[src/rtl/alu_cmd_master.sv]
// alu_cmd_master: host-side initiator for the UART ALU command protocol.
// Sends operand A, operand B and the opcode byte through uart_tx, then
// waits for a one-byte result from uart_rx, with a bounded wait.
// Optional macro ALU_CMD_RETRY_EN: on a result timeout, re-send the whole
// command up to MAX_RETRY times before reporting timeout_err.
module alu_cmd_master #(
    parameter int NB_DATA     = 8,
    parameter int TIMEOUT_CYC = 2_000_000,
    parameter int MAX_RETRY   = 2
) (
    input  logic               clk,
    input  logic               reset,
    input  logic               start,
    input  logic [NB_DATA-1:0] op_a,
    input  logic [NB_DATA-1:0] op_b,
    input  logic [NB_DATA-3:0] op_code,
    output logic               busy,
    output logic               done,
    output logic [NB_DATA-1:0] result,
    output logic               timeout_err,
    output logic               tx_start,
    output logic [NB_DATA-1:0] tx_data,
    input  logic               tx_done_tick,
    input  logic               rx_done_tick,
    input  logic [NB_DATA-1:0] rx_data
);

    localparam int CNT_W = (TIMEOUT_CYC > 2) ? $clog2(TIMEOUT_CYC) : 1;
    localparam logic [CNT_W-1:0] CNT_LAST = CNT_W'(TIMEOUT_CYC - 1);

    typedef enum logic [2:0] {
        IDLE, SEND_A, WAIT_A, SEND_B, WAIT_B, SEND_OP, WAIT_OP, WAIT_RES
    } state_t;

    state_t             state;
    logic [NB_DATA-1:0] a_q;
    logic [NB_DATA-1:0] b_q;
    logic [NB_DATA-3:0] op_q;
    logic [CNT_W-1:0]   cnt;
    logic               early;   // result already captured while OP byte was in flight

`ifdef ALU_CMD_RETRY_EN
    localparam int RTY_W = (MAX_RETRY < 1) ? 1 : $clog2(MAX_RETRY + 1);
    logic [RTY_W-1:0] retry_cnt;
`endif

    // Command sequencer: all outputs registered; pulses default low each cycle.
    always_ff @(posedge clk) begin
        if (reset) begin
            state       <= IDLE;
            busy        <= 1'b0;
            done        <= 1'b0;
            result      <= '0;
            timeout_err <= 1'b0;
            tx_start    <= 1'b0;
            tx_data     <= '0;
            a_q         <= '0;
            b_q         <= '0;
            op_q        <= '0;
            cnt         <= '0;
            early       <= 1'b0;
`ifdef ALU_CMD_RETRY_EN
            retry_cnt   <= '0;
`endif
        end else begin
            done        <= 1'b0;
            timeout_err <= 1'b0;
            tx_start    <= 1'b0;
            case (state)
                IDLE: begin
                    // A start coincident with the done pulse is dropped.
                    if (start && !done) begin
                        a_q      <= op_a;
                        b_q      <= op_b;
                        op_q     <= op_code;
                        early    <= 1'b0;
                        busy     <= 1'b1;
                        tx_start <= 1'b1;
                        tx_data  <= op_a;
                        state    <= SEND_A;
`ifdef ALU_CMD_RETRY_EN
                        retry_cnt <= '0;
`endif
                    end
                end
                SEND_A:  state <= WAIT_A;
                WAIT_A: begin
                    if (tx_done_tick) begin
                        tx_start <= 1'b1;
                        tx_data  <= b_q;
                        state    <= SEND_B;
                    end
                end
                SEND_B:  state <= WAIT_B;
                WAIT_B: begin
                    if (tx_done_tick) begin
                        tx_start <= 1'b1;
                        tx_data  <= {2'b00, op_q};
                        state    <= SEND_OP;
                    end
                end
                SEND_OP: state <= WAIT_OP;
                WAIT_OP: begin
                    if (rx_done_tick) begin
                        result <= rx_data;
                        early  <= 1'b1;
                    end
                    if (tx_done_tick) begin
                        if (early || rx_done_tick) begin
                            done  <= 1'b1;
                            busy  <= 1'b0;
                            state <= IDLE;
                        end else begin
                            cnt   <= '0;
                            state <= WAIT_RES;
                        end
                    end
                end
                WAIT_RES: begin
                    if (rx_done_tick) begin
                        result <= rx_data;
                        done   <= 1'b1;
                        busy   <= 1'b0;
                        state  <= IDLE;
                    end else if (cnt == CNT_LAST) begin
`ifdef ALU_CMD_RETRY_EN
                        if (retry_cnt < RTY_W'(MAX_RETRY)) begin
                            retry_cnt <= retry_cnt + 1'b1;
                            early     <= 1'b0;
                            tx_start  <= 1'b1;
                            tx_data   <= a_q;
                            state     <= SEND_A;
                        end else begin
                            timeout_err <= 1'b1;
                            busy        <= 1'b0;
                            state       <= IDLE;
                        end
`else
                        timeout_err <= 1'b1;
                        busy        <= 1'b0;
                        state       <= IDLE;
`endif
                    end else begin
                        cnt <= cnt + 1'b1;
                    end
                end
                default: state <= IDLE;
            endcase
        end
    end

endmodule

[config.mk]
export PLATFORM = sky130hd
export DESIGN_NAME = alu_cmd_master
export DESIGN_NICKNAME = d
export VERILOG_FILES = /design/src/rtl/alu_cmd_master.sv
export SDC_FILE = /design/constraint.sdc
export NUM_CORES = 1
export LEC_CHECK = 0
export CAP_MARGIN = 20
export CELL_PAD_IN_SITES_DETAIL_PLACEMENT = 0
export CELL_PAD_IN_SITES_GLOBAL_PLACEMENT = 2
export CORE_MARGIN = 5
export CORE_UTILIZATION = 31
export CTS_BUF_LIST = sky130_fd_sc_hd__clkbuf_4
export CTS_CLUSTER_DIAMETER = 50
export DETAILED_ROUTE_END_ITERATION = 16
export PLACE_DENSITY_LB_ADDON = 0.1
export SLEW_MARGIN = 20
export SYNTH_ARGS = -nofsm -noshare
export SYNTH_HDL_FRONTEND = slang
export SYNTH_SLANG_ARGS = --single-unit
export TNS_END_PERCENT = 10
[constraint.sdc]
create_clock -name clk -period 2.3 [get_ports clk]
set_input_delay 0.69 -clock clk [delete_from_list [all_inputs] [get_ports clk]]
set_output_delay 0.69 -clock clk [all_outputs]
set_load 0.03 [all_outputs]
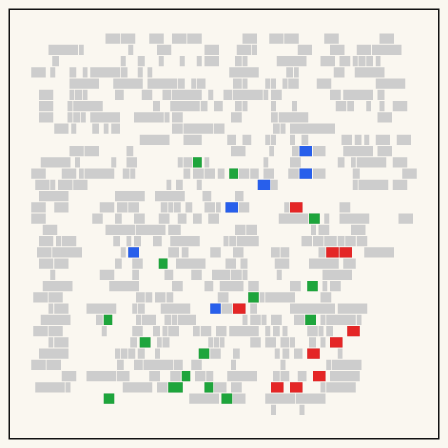
**Above:** logic cells by family.
| family | color | cells | most used |
|---|---|---|---|
| AND and OR gates | green | 15 | or4_1 |
| AND-OR and OR-AND gates | blue | 6 | a22o_1 |
| XOR/XNOR gates | red | 10 | xor2_1 |
Commonest Layout Cell: nand2_1
fraction of area in multi-input gates: 38.6%
post-route insts no fill: 533

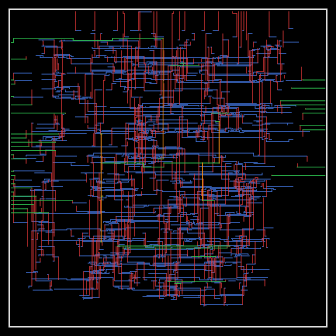
**Above:** routed metal, one color a layer.
| layer | color | wire length |
|---|---|---|
| met3 | green | 469 um |
| met2 | red | 3180 um |
| met4 | orange | 101 um |
| met1 | blue | 4040 um |
final wirelength: 7790 um
routed via count: 2668
All-Layer GR Usage: 15.7%
drt wl/cell: 14.6 um

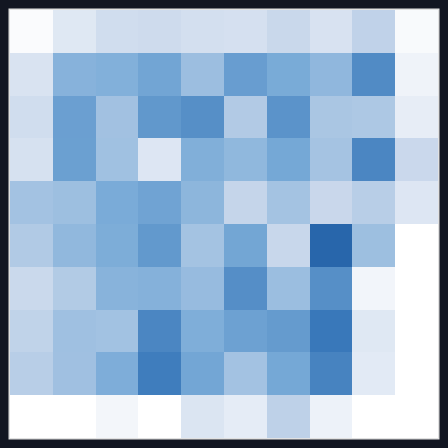
**Above:** cell area per tile.
10 x 10 tiles, from white (low) to dark blue (high), 0 to 100% covered.
emptiest ninth of the die: south-east
fullest tile: 78%
mean over tiles: 34%
tiles over 75% full: 1.0%
nearly empty tiles: 9.0%

==> layer usage <==
| metal | part of all wire, % | up-vias | wire length [um] | global-route usage, % |
|---|---|---|---|---|
| li1 | - | 1365 | - | - |
| met1 | 52 | 1232 | 4040 | 23.4 |
| met2 | 41 | 61 | 3180 | 21.4 |
| met3 | 6.0 | 10 | 469 | 3.62 |
| met4 | 1.3 | 0 | 100 | 6.67 |
| met5 | 0 | - | 0 | 0 |
==> cells in the final DEF (no fill, tap or decap), drive strengths merged, types with 4 or more instances in the layout <==
cell,n
nand2,60
dfxtp,59
clkdlybuf4s50,54
buf,39
a21oi,34
nor2,33
nand3,14
o211ai,14
o21ai,11
mux2i,9
clkbuf,9
nand2b,8
or4,8
xor2,7
o22ai,7
nand4,6
nor3,6
clkinv,5
o31ai,4
==> per-stage QoR <==
stage | instances | total power, mW | hold WS [ns] | utilization [%] | instance area, sq um
3_3_place_gp | 514 | 1.51 | 0.438 | 41.6 | 3590
3_5_place_dp | 514 | 1.51 | 0.446 | 41.6 | 3590
2_1_floorplan | 333 | 1.32 | 0.436 | - | 2710
6_report | 533 | 2.30 | 0.455 | 43.6 | 3760
4_1_cts | 530 | 2.33 | 0.461 | 43.3 | 3740
5_1_grt | 533 | 2.41 | 0.484 | 43.6 | 3760
==> registers in the layout, summed over array words and instances (netlist names), 3 cells and up <==
name and cells:
b_q 8, op_q 6, result 8, tx_data 8, state 3, cnt 21
==> power by group through the flow <==
stage          clock (mW)  combinational (mW)  sequential, mW
3_3_place_gp            0               0.389            1.12
4_1_cts             0.845               0.390            1.10
2_1_floorplan           0               0.163            1.15
6_report            0.817               0.386            1.09
3_5_place_dp            0               0.388            1.12
5_1_grt             0.886               0.427            1.10
==> path summary, 6_finish.rpt <==
check | from | cells past startpoint | to | slack (ns)
worst max-delay path | busy | 1 | busy | 0.12
worst min-delay path | tx_data[2] | 2 | tx_data[2] | 0.45
worst max register to register | cnt[13] | 6 | state[2] | 0.17
worst min register to register | tx_data[2] | 2 | tx_data[2] | 0.45
==> layout make-up <==
| class | count | area (sq um) | share of cell area (%) |
|---|---|---|---|
| multi-input cells | 254 | 1450 | 38.6 |
| clock inverters | 7 | 82.6 | 2.20 |
| well taps | 108 | 135 | 3.59 |
| clock buffers | 9 | 67.6 | 1.80 |
| flip-flops and latches | 59 | 1180 | 31.4 |
| repair buffers | 93 | 833 | 22.2 |
| inverters | 3 | 11.3 | 0.299 |
==> cells by family (layout without fill, tap and decap cells) <==
| group | count (synthesis) | after routing | synth area share, % |
|---|---|---|---|
| adders and majority gates | 1 | 1 | 0.462 |
| AOI/OAI and AO/OA | 83 | 83 | 20.1 |
| and+or+nand+nor | 151 | 151 | 26.1 |
| muxes | 9 | 9 | 3.33 |
| DFF | 59 | 59 | 43.6 |
| buffers and inverters | 20 | 112 | 3.09 |
| xor gates and xnor gates | 10 | 10 | 3.23 |
==> flow_summary.toml <==
# yosys + openroad results
[status]
status = "complete, no violations"

[synthesis]
synthCells = 333
ys_cells = 333
ys_area_sq_um = 2710
common_cells = "nand2_1 (60), dfxtp_1 (59), nor2_1 (33)"
yosys.area.top_type = "dfxtp_1"
syn_area_sq_um = 2710
top_cell_area_share_pct = 43.6
topCellsByArea = "dfxtp_1 (44%), nand2_1 (8.3%), a21oi_1 (5.7%)"
synth.distinct_cells = 45
synth.avg_cell_area_sq_um = 8.13
yosys_warnings = 0
ys_seq_share_pct = 43.6

[clocking]
holdBufCountCts = 0
cts_tree = "done"
insertion_delay_ns = 0.40
cts.clk_slew.worst_paths_ns = 0.10
cts_buffer_depth = 2
cts.sinks = 59
cts_buffers = 9
post-cts-setup-buffers = 0

[global_routing]
first_global_vias = 2585
grt_pass1_wl_um = 12900
antenna_found_initial = 0

[floorplan]
core-area_sq_um = 8640
initCoreUtil_pct = 31.4
die_h_um = 103

[power_and_ir_drop]
leakage_nw = 1.42
p_comb_share_pct = 16.8
p_int_mw = 1.67
seqPwrFrac_pct = 47.7
vdd_drop_max_uv = 214

[sta]
setup_tns_ns = 0
finalCriticalPeriod_ns = 2.18
setup_violations = 0
grt_setup_unrepaired = "no"
fmax_mhz = 459

[min_path]
hold_class = "reg2reg"

[route]
drt_iter0_markers = 88
drtAntennaViolNets = 0
vias_per_cell = 5.01

[critical_path]
cp_max_fo = 2
worst_setup_path_end_kind = "primary output"
crit_path_start_kind = "register"
required_ns = 1.61

[final_layout]
drive_gt1_share_pct = 14.4
diodes = 0
Power figures rest on the tool's default switching activity, not on a simulated workload.
